===== config.mk =====
export PLATFORM = sky130hd
export DESIGN_NAME = aes_inv_sbox_unit_flat
export DESIGN_NICKNAME = d
export VERILOG_FILES = /design/src/rtl/aes_inv_sbox_unit_if.sv /design/src/rtl/aes_inv_sbox_unit.sv /design/src/flat_wrapper.sv
export SDC_FILE = /design/constraint.sdc
export NUM_CORES = 1
export LEC_CHECK = 0
export CAP_MARGIN = 10
export CORE_MARGIN = 2
export CORE_UTILIZATION = 40
export CTS_CLUSTER_DIAMETER = 150
export CTS_CLUSTER_SIZE = 30
export DETAILED_ROUTE_END_ITERATION = 6
export HOLD_SLACK_MARGIN = 0.1
export PLACE_DENSITY_LB_ADDON = 0.05
export SYNTH_ARGS = -nofsm -noshare
export SYNTH_HDL_FRONTEND = slang
export SYNTH_SLANG_ARGS = --single-unit

===== constraint.sdc =====
create_clock -name clk -period 31.8 [get_ports clk]
set_clock_uncertainty 0.2 [all_clocks]
set_input_delay 3.18 -clock clk [delete_from_list [all_inputs] [get_ports clk]]
set_output_delay 3.18 -clock clk [all_outputs]
set_load 0.05 [all_outputs]

===== src/rtl/aes_inv_sbox_unit_if.sv =====
// Byte bus for the AES inverse S-box unit.
// Master drives the byte and its qualifier; slave returns the substitutions.
interface aes_inv_sbox_unit_if;
    logic [7:0] in;
    logic       in_vld;
    logic [7:0] out;
    logic [7:0] out_q;
    logic       out_vld;

    modport master (
        output in,
        output in_vld,
        input  out,
        input  out_q,
        input  out_vld
    );

    modport slave (
        input  in,
        input  in_vld,
        output out,
        output out_q,
        output out_vld
    );
endinterface


===== src/rtl/aes_inv_sbox_unit.sv =====
// AES InvSubBytes byte primitive.
// Combinational InvSbox plus a one-cycle registered copy with valid flag.
module aes_inv_sbox_unit (
    input  logic                 clk,
    input  logic                 rst_n,
    aes_inv_sbox_unit_if.slave   bus
);

    function automatic logic [7:0] gf_mul(
        input logic [7:0] a,
        input logic [7:0] b
    );
        logic [7:0] p;
        logic [7:0] x;
        p = 8'h00;
        x = a;
        for (int i = 0; i < 8; i++) begin
            if (b[i]) p = p ^ x;
            x = {x[6:0], 1'b0} ^ (x[7] ? 8'h1b : 8'h00);
        end
        return p;
    endfunction

    function automatic logic [7:0] rotl(
        input logic [7:0] v,
        input int unsigned n
    );
        logic [15:0] d;
        d = {v, v} << n;
        return d[15:8];
    endfunction

    // a^254 == a^-1 in GF(2^8), and maps 0 to 0 without a special case
    function automatic logic [7:0] gf_inv(input logic [7:0] a);
        logic [7:0] a2, a3, a6, a12, a15;
        logic [7:0] a30, a60, a120, a240, a252;
        a2   = gf_mul(a, a);
        a3   = gf_mul(a2, a);
        a6   = gf_mul(a3, a3);
        a12  = gf_mul(a6, a6);
        a15  = gf_mul(a12, a3);
        a30  = gf_mul(a15, a15);
        a60  = gf_mul(a30, a30);
        a120 = gf_mul(a60, a60);
        a240 = gf_mul(a120, a120);
        a252 = gf_mul(a240, a12);
        return gf_mul(a252, a2);
    endfunction

    logic [7:0] t;
    logic [7:0] sub;
    logic [7:0] out_q_r;
    logic       out_vld_r;

    always_comb begin
        t   = rotl(bus.in, 1) ^ rotl(bus.in, 3)
            ^ rotl(bus.in, 6) ^ 8'h05;
        sub = gf_inv(t);
    end

    always_ff @(posedge clk or negedge rst_n) begin
        if (!rst_n) begin
            out_q_r   <= 8'h00;
            out_vld_r <= 1'b0;
        end else begin
            out_vld_r <= bus.in_vld;
            if (bus.in_vld) out_q_r <= sub;
        end
    end

    assign bus.out     = sub;
    assign bus.out_q   = out_q_r;
    assign bus.out_vld = out_vld_r;

endmodule


===== src/flat_wrapper.sv =====
// flat-port wrapper written by rule: the top's interface ports become plain ports
module aes_inv_sbox_unit_flat 
  (clk, rst_n, bus_in, bus_in_vld, bus_out, bus_out_q, bus_out_vld);
  aes_inv_sbox_unit_if bus_i ();
  input  logic clk;
  input  logic rst_n;
  input wire logic [$bits(bus_i.in)-1:0] bus_in;
  input wire logic [$bits(bus_i.in_vld)-1:0] bus_in_vld;
  output wire logic [$bits(bus_i.out)-1:0] bus_out;
  output wire logic [$bits(bus_i.out_q)-1:0] bus_out_q;
  output wire logic [$bits(bus_i.out_vld)-1:0] bus_out_vld;
  assign bus_i.in = bus_in;
  assign bus_i.in_vld = bus_in_vld;
  assign bus_out = bus_i.out;
  assign bus_out_q = bus_i.out_q;
  assign bus_out_vld = bus_i.out_vld;
  aes_inv_sbox_unit u_core (.clk(clk), .rst_n(rst_n), .bus(bus_i));
endmodule

Run 1, met4 routing:
Bar = 50 microns.
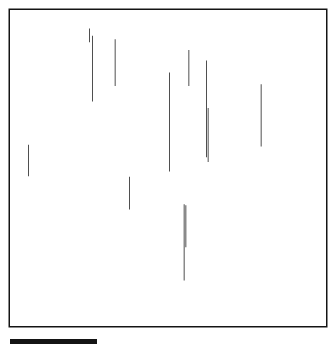
- wire length on this layer: 373 microns
- main direction: vertical

Run 1, signal wires by layer:
Bar = 50 microns.
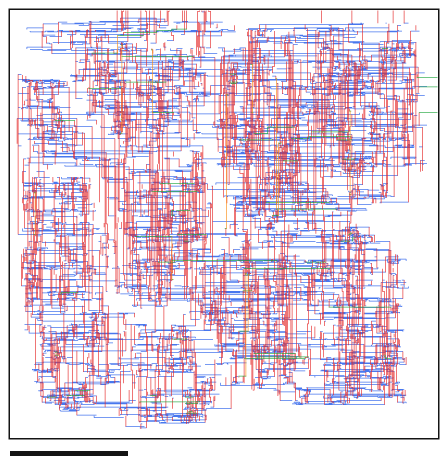
- M1: blue (wire length 17400 microns)
- M3: green (wire length 671 microns)
- M4: orange (wire length 373 microns)
- M2: red (wire length 16600 microns)

Run 1, gate families picked out:
Bar = 50 microns.
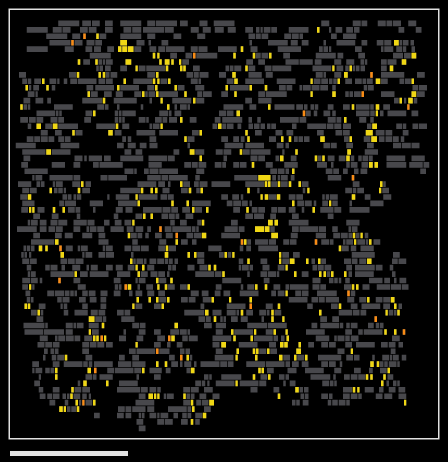
- nor cells: yellow (cells 311; most used nor2_1; where all over the die)
- inv cells: orange (cells 25; most used inv_1; where all over the die)

Run 1, cell outlines without signal wires:
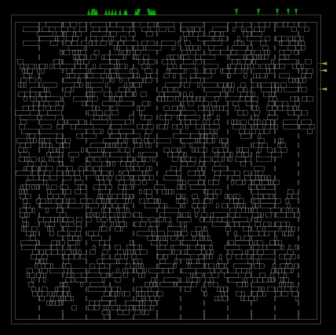
Tap Cells: 396
Core ar.: 0.0307 sq mm

==> results.ini, run 1 <==
[drt]
highest_layer=met4
viasPerCell=5.40
met3_length_microns=670
wl_met2_microns=16600
num_vias=10400
drt_iter0_markers=667
route.detailed.drc=0

[logic_synthesis]
top_area_cell=xnor2_1
ff_type=dfrtp_1
floorplan.nets=1574
ys_sh_adder_pct=0.698
edf_count=0
ys_cells=1556
ys.flops=9
top_cells_by_area=xnor2_1 (20%), xnor3_1 (13%), xor2_1 (7.5%), nor2_1 (7.2%), mux2i_1 (4.0%)
top_logic_kind=XOR/XNOR gates
ys_sh_aoi_pct=15.2
ys_warn_count=0
synth.cellmix.simpleShare_pct=18.9
syn_inst=1556
synth_dominant_cell_count=xnor2_1

[placed_design]
placed_area_sq_mm=0.0132
gp_congestion=0.818
port_buffers=27
dp_cells=1922

[critical_path]
slowest_stage=xnor3_1
worst-path-buf-inv=9
critical-path-max-stage-delay_ns=1.02
required_ns=28.42
cp_common_cell=xnor3_1
start_kind=input port

[grt]
grt_use_total_pct=21.2
grt_max_degree=27
busiest_layer=met2
grt_use_met2_pct=35.9
overflow=0

[finish]
antenna_cells=0
inv_count=25
final_util_pct=43.2
fin_area_sq_mm=0.0133
regArea_sq_um=225
largest_register_ffs=8
clk_share_pct=0.593
most-common-layout-cells=xnor2_1 (277), nor2_1 (240), nand2_1 (127)
flops=9
largestClassByArea=logic gates
sh_comb_area_pct=88.5

[min_path]
whs_path_depth=1
hold_start=u_core.bus.out_q[7]
min_to=u_core.bus.out_q[7]

[final_timing]
holdWs_ns=0.299
max_freq_mhz=34.7
tns_ns=0
slew_violations=0
max-slew-margin-rel_pct=22.8

[clock_tree]
postCtsSetupBuffers=0
cts_hold_buf=0
cts_buffers=3
cts_root_buf=clkbuf_16

[die]
io_pins=28
num_rows=64
die_y_microns=181

[flow_run]
maxCapViolations=0

[status]
status=finished, final reports clean

==> inputs of run 2 (changes only) <==
Settings changed: MAX_ROUTING_LAYER set to met4, SLEW_MARGIN set to 20.
Run 2, signal wires by layer:
Bar = 50 microns.
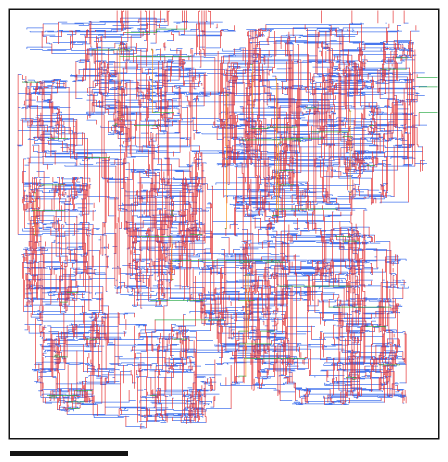
final WL: 35000 microns
WL/cell: 18.2 microns
GRT Resource Usage Total: 21.9%
vias post-DR: 10400

==> results.ini, run 2 <==
[logic_synthesis]
syn_inst=1556  ; unchanged
floorplan.nets=1574  ; unchanged
ys_warn_count=0  ; unchanged
ys_sh_aoi_pct=15.2  ; unchanged
ys_sh_adder_pct=0.698  ; unchanged
ys.flops=9  ; unchanged

[drt]
wl_met2_microns=16500  ; -0.32%
met3_length_microns=663  ; -1.0%
highest_layer=met4
route.detailed.drc=0  ; unchanged
viasPerCell=5.40  ; unchanged

[clock_tree]
cts_hold_buf=0  ; unchanged
cts_buffers=3  ; unchanged
postCtsSetupBuffers=0  ; unchanged
cts_root_buf=clkbuf_16

[finish]
final_util_pct=43.2  ; about the same
sh_comb_area_pct=88.5  ; about the same
clk_share_pct=0.593  ; about the same
fin_area_sq_mm=0.0133  ; about the same
inv_count=25  ; unchanged

[critical_path]
cp_common_cell=xnor3_1
worst-path-buf-inv=9  ; unchanged
critical-path-max-stage-delay_ns=1.02  ; about the same
required_ns=28.42  ; about the same

[placed_design]
gp_congestion=0.830  ; +1.5%
dp_cells=1922  ; unchanged

[die]
num_rows=64  ; unchanged
tap_cells=396  ; unchanged
fp.coreArea_sq_mm=0.0307  ; unchanged

[final_timing]
max_freq_mhz=34.7  ; -0.10%
holdWs_ns=0.301  ; +0.00187 ns
max-slew-margin-rel_pct=31.4  ; +8.6 points

[flow_run]
maxCapViolations=0  ; unchanged

[grt]
grt_use_met2_pct=35.7  ; -0.17 points
grt_max_degree=27  ; unchanged

[status]
status=finished, final reports clean

[min_path]
min_to=u_core.bus.out_q[7]
whs_path_depth=1  ; unchanged

